$ cat config.mk
export PLATFORM = sky130hd
export DESIGN_NAME = function_right_shift
export DESIGN_NICKNAME = d
export VERILOG_FILES = /design/src/rtl/function_right_shift.sv
export SDC_FILE = /design/constraint.sdc
export NUM_CORES = 1
export LEC_CHECK = 0
export CAP_MARGIN = 15
export CORE_MARGIN = 5
export CORE_UTILIZATION = 25
export CTS_CLUSTER_DIAMETER = 200
export DETAILED_ROUTE_END_ITERATION = 10
export GPL_TIMING_DRIVEN = 0
export REMOVE_ABC_BUFFERS = 1
export SLEW_MARGIN = 20
export SYNTH_ARGS = -nofsm -noshare
export SYNTH_HDL_FRONTEND = slang
export SYNTH_SLANG_ARGS = --single-unit
$ cat constraint.sdc
create_clock -name clk -period 0.95 [get_ports clk]
set_input_delay 0.19 -clock clk [delete_from_list [all_inputs] [get_ports clk]]
set_output_delay 0.19 -clock clk [all_outputs]
set_load 0.05 [all_outputs]
$ cat src/rtl/function_right_shift.sv
// function_right_shift: a registered right-shift unit with logical, arithmetic
// and rotate modes and a one-cycle latency. It also exposes the combinational
// helper function rshift, which other scopes can call hierarchically.
module function_right_shift #(
    parameter int WIDTH = 8,
    parameter int SHW   = $clog2(WIDTH)
) (
    input  logic             clk,
    input  logic             rst_n,
    input  logic             in_valid,
    input  logic [WIDTH-1:0] in_data,
    input  logic [SHW-1:0]   shamt,
    input  logic [1:0]       mode,
    output logic             out_valid,
    output logic [WIDTH-1:0] out_data,
    output logic             out_carry
);

    typedef enum logic [1:0] {
        MODE_LSR = 2'b00,
        MODE_ASR = 2'b01,
        MODE_ROR = 2'b10,
        MODE_RSV = 2'b11   // reserved code, decoded as logical
    } mode_e;

    // One-bit logical right shift. It is pure and depends on no port or state,
    // so callers can use it as <inst>.rshift(x).
    function automatic logic [WIDTH-1:0] rshift(input logic [WIDTH-1:0] d);
        return {1'b0, d[WIDTH-1:1]};
    endfunction

    mode_e            mode_sel;
    logic [31:0]      k_full;    // shift amount widened for the arithmetic
    logic [31:0]      k_rot;     // rotate amount, reduced modulo WIDTH
    logic [31:0]      k_last;    // 1-based index of the last bit shifted out, 0 = none
    logic [WIDTH-1:0] res_d;
    logic             carry_d;

    assign mode_sel = mode_e'(mode);

    // Compute the next result and carry from the current operand.
    // NOTE: every variable gets a default value at the top of the block.
    // This keeps a branch that skips an assignment from inferring a latch.
    always_comb begin
        k_full  = 32'(shamt);
        k_rot   = k_full % 32'(WIDTH);
        // Logical and arithmetic shifts drop every bit once k >= WIDTH.
        // In that case the last bit shifted out is the MSB.
        k_last  = (k_full >= 32'(WIDTH)) ? 32'(WIDTH) : k_full;
        res_d   = in_data >> k_full;
        carry_d = 1'b0;
        case (mode_sel)
            MODE_ASR: res_d = $signed(in_data) >>> k_full;
            MODE_ROR: begin
                // When k_rot is 0, the left shift is by WIDTH and yields 0.
                // The result is then in_data itself.
                res_d  = (in_data >> k_rot) | (in_data << (32'(WIDTH) - k_rot));
                k_last = k_rot;
            end
            default: res_d = in_data >> k_full;   // MODE_LSR and MODE_RSV
        endcase
        for (int i = 0; i < WIDTH; i++) begin
            if (k_last == 32'(i + 1)) carry_d = in_data[i];
        end
    end

    // Capture the result on each valid operand. Data and carry hold between operands.
    // NOTE: registers are written with non-blocking assignments.
    // All flops then update together at the edge, whatever order they are written in.
    always_ff @(posedge clk or negedge rst_n) begin
        if (!rst_n) begin
            out_valid <= 1'b0;
            out_data  <= '0;
            out_carry <= 1'b0;
        end else begin
            out_valid <= in_valid;
            if (in_valid) begin
                out_data  <= res_d;
                out_carry <= carry_d;
            end
        end
    end

endmodule

==> results.txt <==
Summary of implementation figures.

Run status
The flow ran to the end, but the final reports show violations. The checks that failed: setup timing.

Placement
RePlAce ended its routability-driven mode at a weighted congestion of ~0.84. Prior to clock tree synthesis, the placed netlist has a worst setup slack of -2460 ps. Buffers placed on the I/O ports in this run total 25.

Yosys
The biggest area consumer among synthesized cells is sky130_fd_sc_hd__dfrtp_1. The top cell type by instance count after synthesis is sky130_fd_sc_hd__nor2_1. The synthesized design contains 0 enable-type register cells. Of the total synthesized cell area, the portion taken by AND, OR, NAND and NOR gates is between 20% and 30%. Sorting the synthesized cells by area gives the leading types as sky130_fd_sc_hd__dfrtp_1 20%, sky130_fd_sc_hd__mux4_1 15%, sky130_fd_sc_hd__ha_1 7.1%.

The post-synthesis adder-cell area fraction is under 10%. The count of unique library cells instantiated by Yosys is between 40 and 50. The cell count after synthesis is about 130.

The number of synthesized register bits is 10. The number of cell instances after yosys synthesis is roughly 130. By count the netlist is led by 12 x sky130_fd_sc_hd__nor2_1, 10 x sky130_fd_sc_hd__dfrtp_1, 9 x sky130_fd_sc_hd__a31oi_1, 9 x sky130_fd_sc_hd__o21ai_0. The cell area after synthesis is between 1000 and 1500 um2.

The most used flip-flop cell after synthesis is sky130_fd_sc_hd__dfrtp_1. The sequential element share of the synthesized area is about a fifth. The post-synthesis area per instance is 9.28 um2.

Clocking
The clock tree from TritonCTS is yes. The CTS report gives the tree buffer count as 3. The later pin in the worst-skew pair is clocked with a latency of approximately 230 ps. Per the post-CTS timing run, clock transition at the registers of the reported paths is approximately 50 ps.

Finish
The register ranked first by flip-flop count is out_data. After routing the design area is ~1800 um2. Per the layout area report, the combinational gate area comes to approximately 1000 um2. In the final layout, the registers with the most flip-flops are out_data: 8 flops, out_carry: 1 flops, out_valid: 1 flops. The fraction of area in clock buffers and inverters is 3.00%. The number of sequential cells reported for the layout is 10. Relative to the synthesized area, the layout overhead comes to 48.7%.

The most frequent standard cell in the layout excluding fill and tap cells is sky130_fd_sc_hd__nor2_1. The final antenna diode count is 0. The dominant kind of cell by area is logic gates.

The total of plain and repair buffers excluding clock buffers is 37.

Final timing
The final critical-path required period is around 1400 ps. Per the slew report, the remaining headroom to the max-slew limit stands at about three fifths. In the post-route analysis, the smallest setup slack over all paths is -469 ps. The portion of the clock cycle consumed by the worst path in the final layout is 149%. The last timing report of the flow puts the setup violation total at 18. At the pin with the least slew margin, the transition time is ~610 ps.

The final-report hold violation count is 0.

Die
The core utilization before placement is approximately a quarter. For reference, the placement row count at floorplan is 25. The I/O pin count is 26. The floorplan core area is about 4800 um2. The die extent in y is ~80 um. The chip occupies around 6400 um2.

GRT
The global routing report lists met1 layer usage as 14.8%. The global-route usage over all layers is a little under an eighth. The number of antenna violations at the first check in global routing was 0. The global-route wire length before repair is slightly below 6000 um.

Entering global routing, the biggest net connects 21 pins. Recorded from the global router log, the overflow total was 0.

Worst hold path
The path class of the tightest hold or removal check is primary input to async pin.

Pwr
The power in sequential cells is 0.000515 W. The fraction of power spent switching nets is between 30% and 40%. Looking at the power breakdown, sequential logic takes between 20% and 30% of the total.

The design draws 0.00205 W. The analysis attributes to cell leakage a power of slightly above 0.7 nW. The combinational fraction of design power is approximately half. Per report_power, the Clock row totals about 0.00053 W. The script extracted a net switching power of about 0.00074 W.

Of all power groups, the one with the highest power is combinational logic. The analysis reports a worst IR drop on VDD of ~360 uV.

Critical path
The worst setup path is launched from a primary input. The cell depth of the worst flop-to-flop path is 3. In this design, the largest share of critical-path delay is due to simple AND/OR/NAND/NOR gates. In this run the critical path is formed by buf_16 > inv_8 > ha_4 > ha_4 > nand2_2 > or4_4 > a21o_1 > a31oi_1. The critical path capture point type is a flop. The setup slack of the most critical reg-to-reg path is ~90 ps. The worst setup path startpoint is shamt[0]. The largest individual stage delay along the critical path comes from the cell sky130_fd_sc_hd__or4_4. The destination of the critical timing path is out_data[1].

Routing
Nets still carrying antenna violations after routing amount to 0. The routed via count divided by cell count is approximately 5.3. The number of DRC markers after the initial detailed-route iteration is roughly 110.

After detailed routing, the met2 layer carries about 1800 um of wire.

Run
The tool warning count is 31. The reported max-cap violation count is 0.
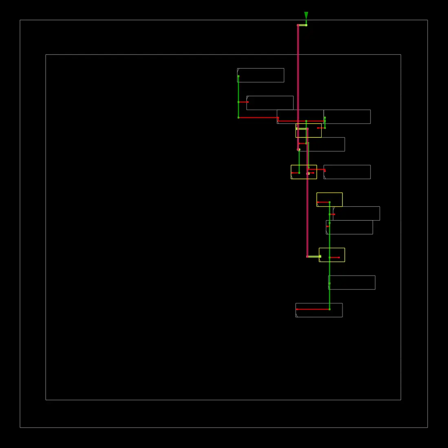
Fig. 1. Clock routing.
Final Skew: 0 ps
tally of clock buffers in the finished layout: 4
clock sink count: 10

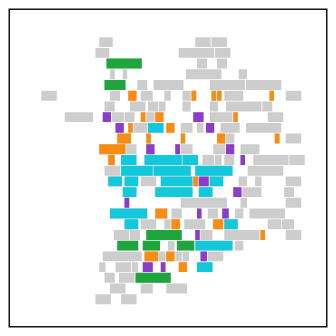
Fig. 2. Gate-type map.
mux cells -> cyan  # cells 19, where center
nor cells -> orange  # cells 25
fa/ha/maj cells -> green  # cells 7
nand cells -> purple  # cells 17
final standard cell count with taps included and fillers excluded: 230
logic share of the area: 55.0%

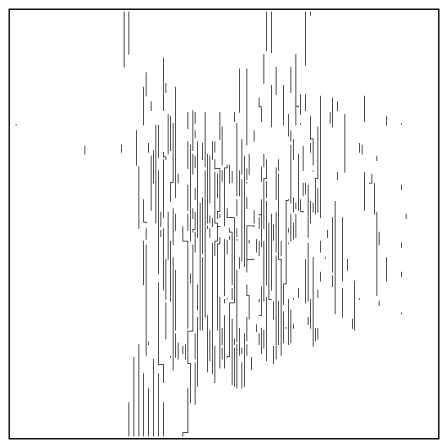
Fig. 3. The metal 2 layer.
share of all routed wire = 50%
main direction = vertical
longest straight run = 27.5 um
nets with wire on the layer = 159
via count: 1,219
total length of routed wires: 3620 um
M2 GR Usage: 19.9%

Power and IR drop assume default switching activity.
